==> src/rtl/fifo_rd_stream_if.sv <==
// fifo_rd_stream_if: FIFO pull side plus valid/ready stream side of the read adapter.
interface fifo_rd_stream_if #(
   parameter int DATA_WIDTH     = 36,
   parameter int BUF_ADDR_WIDTH = 4
);
   logic                      fifo_empty;
   logic                      fifo_rd_en;
   logic [DATA_WIDTH-1:0]     fifo_rd_data;
   logic                      fifo_rd_valid;
   logic                      m_valid;
   logic                      m_ready;
   logic [DATA_WIDTH-1:0]     m_data;
   logic [BUF_ADDR_WIDTH:0]   buf_level;
   logic                      err_overflow;
   logic                      err_spurious;
   modport master (
      input  fifo_empty, fifo_rd_data, fifo_rd_valid, m_ready,
      output fifo_rd_en, m_valid, m_data, buf_level, err_overflow, err_spurious
   );
   modport slave (
      output fifo_empty, fifo_rd_data, fifo_rd_valid, m_ready,
      input  fifo_rd_en, m_valid, m_data, buf_level, err_overflow, err_spurious
   );
endinterface

==> src/rtl/fifo_rd_stream_adapter.sv <==
// fifo_rd_stream_adapter: credit-limited FIFO pull to valid/ready stream with a local skid buffer.
module fifo_rd_stream_adapter #(
   parameter int DATA_WIDTH     = 36,
   parameter int READ_LATENCY   = 11,
   parameter int BUF_ADDR_WIDTH = 4
) (
   input logic                 clk,
   input logic                 rst,
   fifo_rd_stream_if.master    bus
);
   localparam int A         = BUF_ADDR_WIDTH;
   localparam int W         = BUF_ADDR_WIDTH + 1;
   localparam int BUF_DEPTH = 1 << BUF_ADDR_WIDTH;
   if (BUF_DEPTH < READ_LATENCY + 2) begin : g_depth_check
      $error("BUF_DEPTH must be at least READ_LATENCY + 2");
   end
   logic [W-1:0]          inflight_q, inflight_d, credits_q, credits_d, occ_q, occ_d;
   logic [A-1:0]          wptr_q, wptr_d, rptr_q, rptr_d;
   logic [DATA_WIDTH-1:0] mem_q [BUF_DEPTH];
   logic [DATA_WIDTH-1:0] mem_d [BUF_DEPTH];
   logic                  ovf_q, ovf_d, spur_q, spur_d;
   logic                  rd_en, hs, full, wr;
   always_comb begin
      rd_en      = !bus.fifo_empty && (credits_q < W'(BUF_DEPTH));
      hs         = (occ_q != '0) && bus.m_ready;
      full       = occ_q == W'(BUF_DEPTH);
      wr         = bus.fifo_rd_valid && (!full || hs);
      // counters saturate at zero so spurious returns cannot wrap them
      inflight_d = inflight_q + W'(rd_en) - W'(bus.fifo_rd_valid && inflight_q != '0);
      credits_d  = credits_q + W'(rd_en) - W'(hs && credits_q != '0);
      occ_d      = occ_q + W'(wr) - W'(hs);
      wptr_d     = wptr_q + A'(wr);
      rptr_d     = rptr_q + A'(hs);
      for (int i = 0; i < BUF_DEPTH; i++)
         mem_d[i] = (wr && wptr_q == A'(i)) ? bus.fifo_rd_data : mem_q[i];
      ovf_d      = ovf_q || (bus.fifo_rd_valid && full && !hs);
      spur_d     = spur_q || (bus.fifo_rd_valid && inflight_q == '0);
   end
   always_ff @(posedge clk or posedge rst) begin
      if (rst) begin
         inflight_q <= '0;
         credits_q  <= '0;
         occ_q      <= '0;
         wptr_q     <= '0;
         rptr_q     <= '0;
         mem_q      <= '{default: '0};
         ovf_q      <= 1'b0;
         spur_q     <= 1'b0;
      end else begin
         inflight_q <= inflight_d;
         credits_q  <= credits_d;
         occ_q      <= occ_d;
         wptr_q     <= wptr_d;
         rptr_q     <= rptr_d;
         mem_q      <= mem_d;
         ovf_q      <= ovf_d;
         spur_q     <= spur_d;
      end
   end
   assign bus.fifo_rd_en   = rd_en;
   assign bus.m_valid      = occ_q != '0;
   assign bus.m_data       = mem_q[rptr_q];
   assign bus.buf_level    = occ_q;
   assign bus.err_overflow = ovf_q;
   assign bus.err_spurious = spur_q;
endmodule

==> src/flat_wrapper.sv <==
// flat-port wrapper written by rule: the top's interface ports become plain ports
module fifo_rd_stream_adapter_flat 
#(
   parameter int DATA_WIDTH     = 36,
   parameter int READ_LATENCY   = 11,
   parameter int BUF_ADDR_WIDTH = 4
)
  (clk, rst, bus_fifo_empty, bus_fifo_rd_data, bus_fifo_rd_valid, bus_m_ready, bus_fifo_rd_en, bus_m_valid, bus_m_data, bus_buf_level, bus_err_overflow, bus_err_spurious);
  fifo_rd_stream_if #(.DATA_WIDTH(DATA_WIDTH), .BUF_ADDR_WIDTH(BUF_ADDR_WIDTH)) bus_i ();
  input logic clk;
  input logic rst;
  input wire logic [$bits(bus_i.fifo_empty)-1:0] bus_fifo_empty;
  input wire logic [$bits(bus_i.fifo_rd_data)-1:0] bus_fifo_rd_data;
  input wire logic [$bits(bus_i.fifo_rd_valid)-1:0] bus_fifo_rd_valid;
  input wire logic [$bits(bus_i.m_ready)-1:0] bus_m_ready;
  output wire logic [$bits(bus_i.fifo_rd_en)-1:0] bus_fifo_rd_en;
  output wire logic [$bits(bus_i.m_valid)-1:0] bus_m_valid;
  output wire logic [$bits(bus_i.m_data)-1:0] bus_m_data;
  output wire logic [$bits(bus_i.buf_level)-1:0] bus_buf_level;
  output wire logic [$bits(bus_i.err_overflow)-1:0] bus_err_overflow;
  output wire logic [$bits(bus_i.err_spurious)-1:0] bus_err_spurious;
  assign bus_i.fifo_empty = bus_fifo_empty;
  assign bus_i.fifo_rd_data = bus_fifo_rd_data;
  assign bus_i.fifo_rd_valid = bus_fifo_rd_valid;
  assign bus_i.m_ready = bus_m_ready;
  assign bus_fifo_rd_en = bus_i.fifo_rd_en;
  assign bus_m_valid = bus_i.m_valid;
  assign bus_m_data = bus_i.m_data;
  assign bus_buf_level = bus_i.buf_level;
  assign bus_err_overflow = bus_i.err_overflow;
  assign bus_err_spurious = bus_i.err_spurious;
  fifo_rd_stream_adapter #(.DATA_WIDTH(DATA_WIDTH), .READ_LATENCY(READ_LATENCY), .BUF_ADDR_WIDTH(BUF_ADDR_WIDTH)) u_core (.clk(clk), .rst(rst), .bus(bus_i));
endmodule
==> config.mk <==
export PLATFORM = sky130hd
export DESIGN_NAME = fifo_rd_stream_adapter_flat
export DESIGN_NICKNAME = d
export VERILOG_FILES = /design/src/rtl/fifo_rd_stream_if.sv /design/src/rtl/fifo_rd_stream_adapter.sv /design/src/flat_wrapper.sv
export SDC_FILE = /design/constraint.sdc
export NUM_CORES = 1
export LEC_CHECK = 0
export CAP_MARGIN = 20
export CORE_MARGIN = 3
export CORE_UTILIZATION = 55
export CTS_CLUSTER_SIZE = 12
export DETAILED_ROUTE_END_ITERATION = 10
export HOLD_SLACK_MARGIN = 0.06
export PLACE_DENSITY = 0.73
export SYNTH_ARGS = -nofsm -noshare
export SYNTH_HDL_FRONTEND = slang
export SYNTH_SLANG_ARGS = --single-unit
==> constraint.sdc <==
create_clock -name clk -period 26.1 [get_ports clk]
set_input_delay 6.525 -clock clk [delete_from_list [all_inputs] [get_ports clk]]
set_output_delay 6.525 -clock clk [all_outputs]
set_load 0.03 [all_outputs]
Run 1, routing congestion:
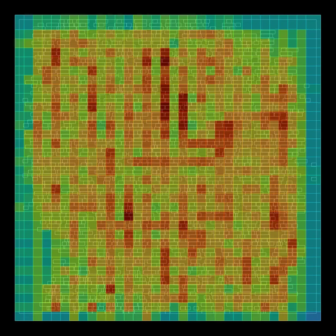
global routing met2 resource utilization: 39.7%
met3 layer usage reported by global route: 3.14%

Run 1, where the registers sit:
Other sequential cells in the stronger grey, the rest of the logic in the fainter grey.
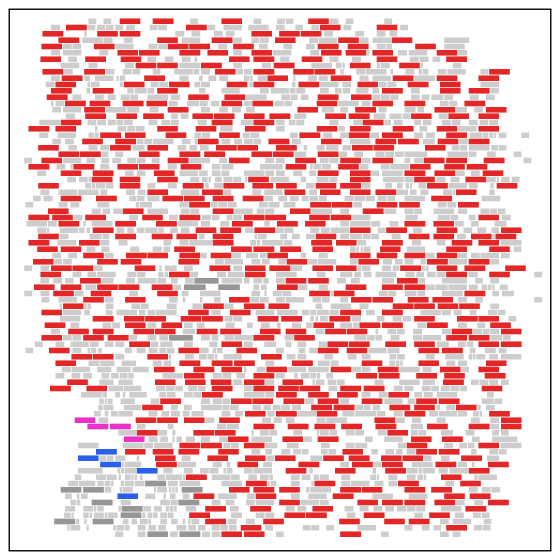
[blue] u_core.credits_q | sequential cells: 5 | where: lower left
[magenta] u_core.wptr_q | sequential cells: 4 | where: lower left
[red] u_core.mem_q | sequential cells: 576 | where: spread over the die
fraction of area in registers: 48.5%
core utilization of the finished layout: 61.7%

==> flow_metrics.rpt, run 1 <==
IMPLEMENTATION SUMMARY REPORT
----------------------------------------------------
[Final layout]
  Area used by multi-input combinational logic ........................ ~12000 sq um
  Most frequently placed logic cell in the final layout ........................ sky130_fd_sc_hd__dfrtp_1
  Most used cells in the layout excluding fill and tap cells ........................ sky130_fd_sc_hd__dfrtp_1 (597), sky130_fd_sc_hd__mux2_2 (496), sky130_fd_sc_hd__mux2i_1 (144), sky130_fd_sc_hd__clkdlybuf4s50_1 (85)
  Area used by sequential logic in the layout ........................ roughly 15000 sq um
  Fraction of final layout cells sized beyond drive strength 1 ........................ 39.9%
  Area Overhead vs Synth ........................ 10.5%
  Number of sequential cells in the layout ........................ 601
  ClkCell Share ........................ 6.28%
  Total of clock buffers placed in the layout ........................ 92
  Number of diodes ........................ 1
  Proportion of final cell area spent on non-clock buffers ........................ 3.53%
  Cell class with the largest area share ........................ sequential cells

[Clocking]
  CTS tree ........................ done
  Hold Buf Count CTS ........................ 0
  CTS H-tree depth ........................ 2
  Post-CTS clock slew at the launch and capture registers of the worst setup and hold paths ........................ approximately 0.060 ns
  Root buf cell ........................ sky130_fd_sc_hd__clkbuf_16
  Post-CTS setup-driven buffer insertion count ........................ 0
  Skew-Pair Late Insertion Delay ........................ 0.62 ns

[Global route]
  Vias in the first global route ........................ 17000
  Aggregate global routing overflow ........................ 0
  Global-route track usage on met1 ........................ 33.7%
  Antenna violations before repair ........................ 1
  Wire length of the first global-routing pass ........................ 99700 microns
  Overall fraction of global-route tracks in use ........................ 23.9%

[Critical path]
  Critical path class ........................ primary input to output pin
  Critical Path AT ........................ 7.74 ns
  Startpoint of the worst register-to-register path ........................ u_core.bus.buf_level[3]
  Critical path endpoint category ........................ output pin
  Critical path startpoint ........................ bus_fifo_empty
  Critical path depth ........................ 3
  Cell repeated most along the worst path ........................ sky130_fd_sc_hd__clkdlybuf4s50_1
  Critical Path, Cell by Cell ........................ clkdlybuf4s50_1, nor2_1, clkdlybuf4s50_1
  Worst path required time ........................ around 20 ns
  Gate family responsible for the most delay along the worst path ........................ buffers and inverters
  Bufs and invs on worst path ........................ 2
  Critical path's slowest cell ........................ sky130_fd_sc_hd__clkdlybuf4s50_1

[STA]
  Tightest Pin Transition ........................ 1.31 ns
  Final Hold Fails ........................ 0
  Achievable Freq ........................ 0.0701 GHz
  Worst hold slack after final layout ........................ 0.468 ns
  RSZ-0062 raised after global routing ........................ false
  Worst-case clock skew ........................ 0.0225 ns
  Headroom to the max-slew limit ........................ 12.9%

[Logic synthesis]
  Synth top area cells ........................ sky130_fd_sc_hd__dfrtp_1 (54%), sky130_fd_sc_hd__mux2_2 (20%), sky130_fd_sc_hd__mux4_2 (5.8%)
  Share of the synthesized area in the top cell type ........................ 53.6%
  Proportion of synthesized chip area in sequential cells ........................ 53.6%
  Number of nets at floorplan ........................ approximately 1900
  Post-synthesis cell count ........................ 1846
  Fraction of registers with async set or reset after synthesis ........................ 100%
  Mapped Area ........................ between 20000 and 30000 sq um
  Top cells by instance count after synthesis ........................ sky130_fd_sc_hd__dfrtp_1 (601), sky130_fd_sc_hd__mux2_2 (496), sky130_fd_sc_hd__mux2i_1 (144)
  Synthesized area divided by synthesized cell count ........................ 15.2 sq um
  Mux frac, synth ........................ roughly a third
  Cell with the most instances after synthesis ........................ sky130_fd_sc_hd__dfrtp_1
  Synth cell types ........................ 39
  Area of the synthesized netlist per yosys stat ........................ 28100 sq um
  Cell taking the most area after synthesis ........................ sky130_fd_sc_hd__dfrtp_1
  Main flop type ........................ sky130_fd_sc_hd__dfrtp_1

[Drt]
  Top routing layer in use ........................ met4
  Met2 routed wirelength ........................ 31300 microns
  Wirelength per Cell ........................ 24.6 microns
  Met3 wire len ........................ ~2300 microns
  DRC Markers ........................ 0
  Via-to-Cell Ratio ........................ 6.16

[Floorplan]
  Floorplan die height ........................ 232 microns
  Tapcell count ........................ 672
  # IOs ........................ 86
  Core outline area ........................ 50300 sq um

[Pwr]
  Flop pwr share ........................ approximately 38%
  Pwr top ........................ combinational cells
  Largest vdd supply drop ........................ 0.162 mV
  Switching fraction of total power ........................ 34.6%
  Power dissipated in the clock network ........................ approximately 0.86 mW
  Clock group share of total power ........................ around a fifth
  Leakage power ........................ 14.1 nW
  Power density over the cells ........................ 141 nW/um^2
  P_seq ........................ 1.66 mW
  Combinational power ........................ 1.86 mW
  Overall power consumption ........................ between 4 and 5 mW
  Internal power contribution ........................ 2.86 mW

[Hold path]
  Endpoint of the worst hold-timing path ........................ u_core.bus.err_spurious
  Hold depth ........................ 1
  Tightest Hold Check Type ........................ flop to flop
  Min-delay src ........................ u_core.bus.err_spurious

[Outcome]
  Status ........................ finished, final reports clean

----------------------------------------------------
Run 1, the metal 3 layer:
The bar under the picture is 50 microns long.
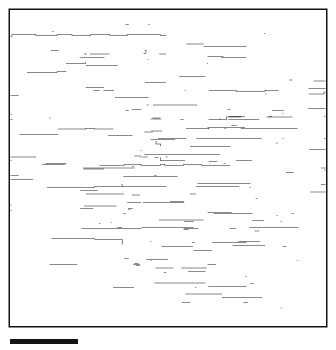
longest straight run: 55.4 microns
wire length on this layer: 2330 microns
Post-Route WL: 63300 microns
detailed-route via count: 15900

run 1: worst reg2reg max path: stages, from the launching register on:
cell	delay, ns
sky130_fd_sc_hd__dfrtp_1	0.41
sky130_fd_sc_hd__inv_1	0.09
sky130_fd_sc_hd__ha_1	0.14
sky130_fd_sc_hd__or3b_1	0.39
sky130_fd_sc_hd__o31a_2	0.58
sky130_fd_sc_hd__nand3_2	0.63
sky130_fd_sc_hd__buf_4	0.60
sky130_fd_sc_hd__mux2_2	0.41
run 1: per-stage QoR:
stage                     worst slack, ns  std cells  cell area, sq um  util (%)
after floorplan                      2.75       1846             28100         -
after global placement              11.82       2468             29000      57.6
after detailed placement            11.83       2469             29000      57.7
after CTS                           11.82       2571             30900      61.5
after global routing                11.79       2575             31000      61.7
final                               11.83       2575             31000      61.7
Run 1, signal wires on met2:
Cells faint in the background.
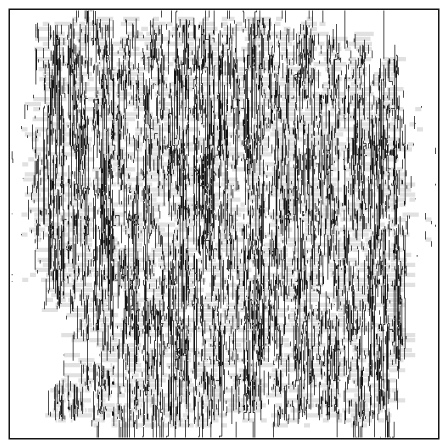

## Run 2: what changed since run 1
- clock period: 26.1 -> 14.8 ns (I/O delays scaled with it)
Run 2, signal wires on met2:
Cells faint in the background.
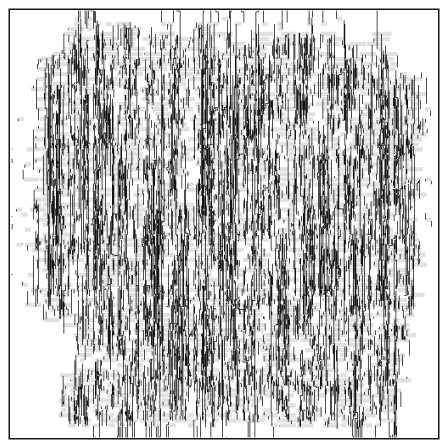
wire length on this layer: 31.5 mm
longest straight run: 86.7 microns
nets with wire on the layer: 1803
share of all routed wire: 50%
main direction: vertical
global routing met2 resource utilization: 40.3%
Post-Route WL: 63400 microns
detailed-route via count: 15800

Run 2, routing congestion:
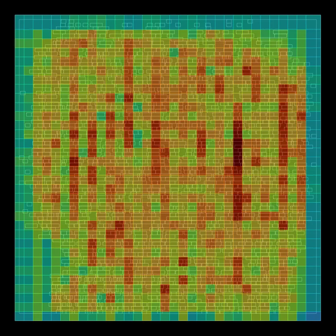
core utilization of the finished layout: 62.1%
busiest grt layer: met2

==> run 2 against run 1 <==
Effect of this change:
- sequential power up 76%
- clock-buffer cell count up 12
- synthesized area unchanged
- clock skew down 0.0015 ns
- total power up 79%
- sequential share of layout area down 0.29 points
- core utilization up 0.37 points
- register-to-register slack worse by 11 ns
- combinational power up 76%
- critical endpoint unchanged
==> flow_metrics.rpt, run 2 <==
IMPLEMENTATION SUMMARY REPORT
----------------------------------------------------
[Floorplan]
  Floorplan die height ........................ 232 microns (unchanged)
  Core outline area ........................ 50300 sq um (unchanged)

[Pwr]
  Overall power consumption ........................ 7.84 mW (+79%)
  Power dissipated in the clock network ........................ 1.64 mW (+90%)
  Flop pwr share ........................ 37.2% (-0.7 points)
  Clock group share of total power ........................ 20.9% (+1.2 points)
  P_seq ........................ 2.92 mW (+76%)
  Switching fraction of total power ........................ 34.3% (-0.27 points)
  Leakage power ........................ 14.2 nW (+0.63%)
  Largest vdd supply drop ........................ 0.177 mV (+9.3%)

[STA]
  Worst-case clock skew ........................ 0.0210 ns (-0.00148 ns)
  RSZ-0062 raised after global routing ........................ false
  Headroom to the max-slew limit ........................ 25.3% (+12 points)
  Final Hold Fails ........................ 0 (unchanged)
  Tightest Pin Transition ........................ 1.12 ns (-0.187 ns)

[Global route]
  Antenna violations before repair ........................ 0 (-1)
  Vias in the first global route ........................ 16800 (-0.78%)
  Aggregate global routing overflow ........................ 0 (unchanged)
  Wire length of the first global-routing pass ........................ 99300 microns (-0.44%)

[Drt]
  DRC Markers ........................ 0 (unchanged)
  Wirelength per Cell ........................ 24.5 microns (-0.19%)
  Via-to-Cell Ratio ........................ 6.13 (-0.44%)
  Met3 wire len ........................ 2770 microns (+19%)
  Top routing layer in use ........................ met4
  Met2 routed wirelength ........................ 31500 microns (+0.81%)

[Critical path]
  Critical path's slowest cell ........................ sky130_fd_sc_hd__clkdlybuf4s50_1
  Startpoint of the worst register-to-register path ........................ u_core.bus.buf_level[2]
  Cell repeated most along the worst path ........................ sky130_fd_sc_hd__clkdlybuf4s50_1
  Critical Path, Cell by Cell ........................ clkdlybuf4s50_1, nor2_1, clkdlybuf4s50_1
  Critical path class ........................ primary input to output pin
  Critical Path AT ........................ 4.92 ns (-2.82 ns)
  Critical path endpoint category ........................ output pin
  Worst path required time ........................ 11.10 ns (-8.48 ns)

[Clocking]
  Skew-Pair Late Insertion Delay ........................ 0.59 ns (-0.03 ns)
  Post-CTS setup-driven buffer insertion count ........................ 0 (unchanged)
  Post-CTS clock slew at the launch and capture registers of the worst setup and hold paths ........................ 0.05 ns (about the same)
  CTS H-tree depth ........................ 3 (+1)
  CTS tree ........................ done
  Hold Buf Count CTS ........................ 0 (unchanged)

[Logic synthesis]
  Mapped Area ........................ 28100 sq um (unchanged)
  Top cells by instance count after synthesis ........................ sky130_fd_sc_hd__dfrtp_1 (601), sky130_fd_sc_hd__mux2_2 (496), sky130_fd_sc_hd__mux2i_1 (144)
  Synthesized area divided by synthesized cell count ........................ 15.2 sq um (unchanged)
  Number of nets at floorplan ........................ 1912 (unchanged)
  Post-synthesis cell count ........................ 1846 (unchanged)
  Cell taking the most area after synthesis ........................ sky130_fd_sc_hd__dfrtp_1
  Synth cell types ........................ 39 (unchanged)

[Outcome]
  Status ........................ finished, final reports clean

[Hold path]
  Min-delay src ........................ u_core.bus.err_spurious
  Endpoint of the worst hold-timing path ........................ u_core.bus.err_spurious
  Hold depth ........................ 1 (unchanged)

[Final layout]
  Area Overhead vs Synth ........................ 11.2%
  Most used cells in the layout excluding fill and tap cells ........................ sky130_fd_sc_hd__dfrtp_1 (597), sky130_fd_sc_hd__mux2_2 (496), sky130_fd_sc_hd__mux2i_1 (144), sky130_fd_sc_hd__clkdlybuf4s50_1 (85)
  Number of diodes ........................ 0 (-1)
  Cell Count, Final, Fillers Out ........................ 2583 (+0.31%)

[Placement]
  Placement Setup Slack ........................ 6.17 ns (-5.66 ns)
  Placed Cells ........................ 2468 (-0.041%)

----------------------------------------------------
-- run 2: cell type report --
| cell class | count | area [sq um] |
|---|---|---|
| Fill cell | 3687 | 19100 |
| Inverter | 30 | 116 |
| Clock inverter | 8 | 119 |
| Timing Repair Buffer | 105 | 1060 |
| Multi-Input combinational cell | 1063 | 12000 |
| Tap cell | 672 | 841 |
| Clock buffer | 104 | 2050 |
| Sequential cell | 601 | 15000 |
-- run 2: cell families (layout without fill, tap and decap cells) --
| kind of cell | Yosys count | after routing | synth area share, % |
|---|---|---|---|
| flops | 601 | 601 | 53.6 |
| compound gates | 160 | 160 | 4.24 |
| mux | 792 | 792 | 34.8 |
| xor+xnor | 16 | 16 | 0.499 |
| fa+ha+maj | 25 | 25 | 1.19 |
| simple gates | 70 | 70 | 1.70 |
| buf+inv | 182 | 247 | 3.97 |
Power is estimated from default activity; no workload was simulated.
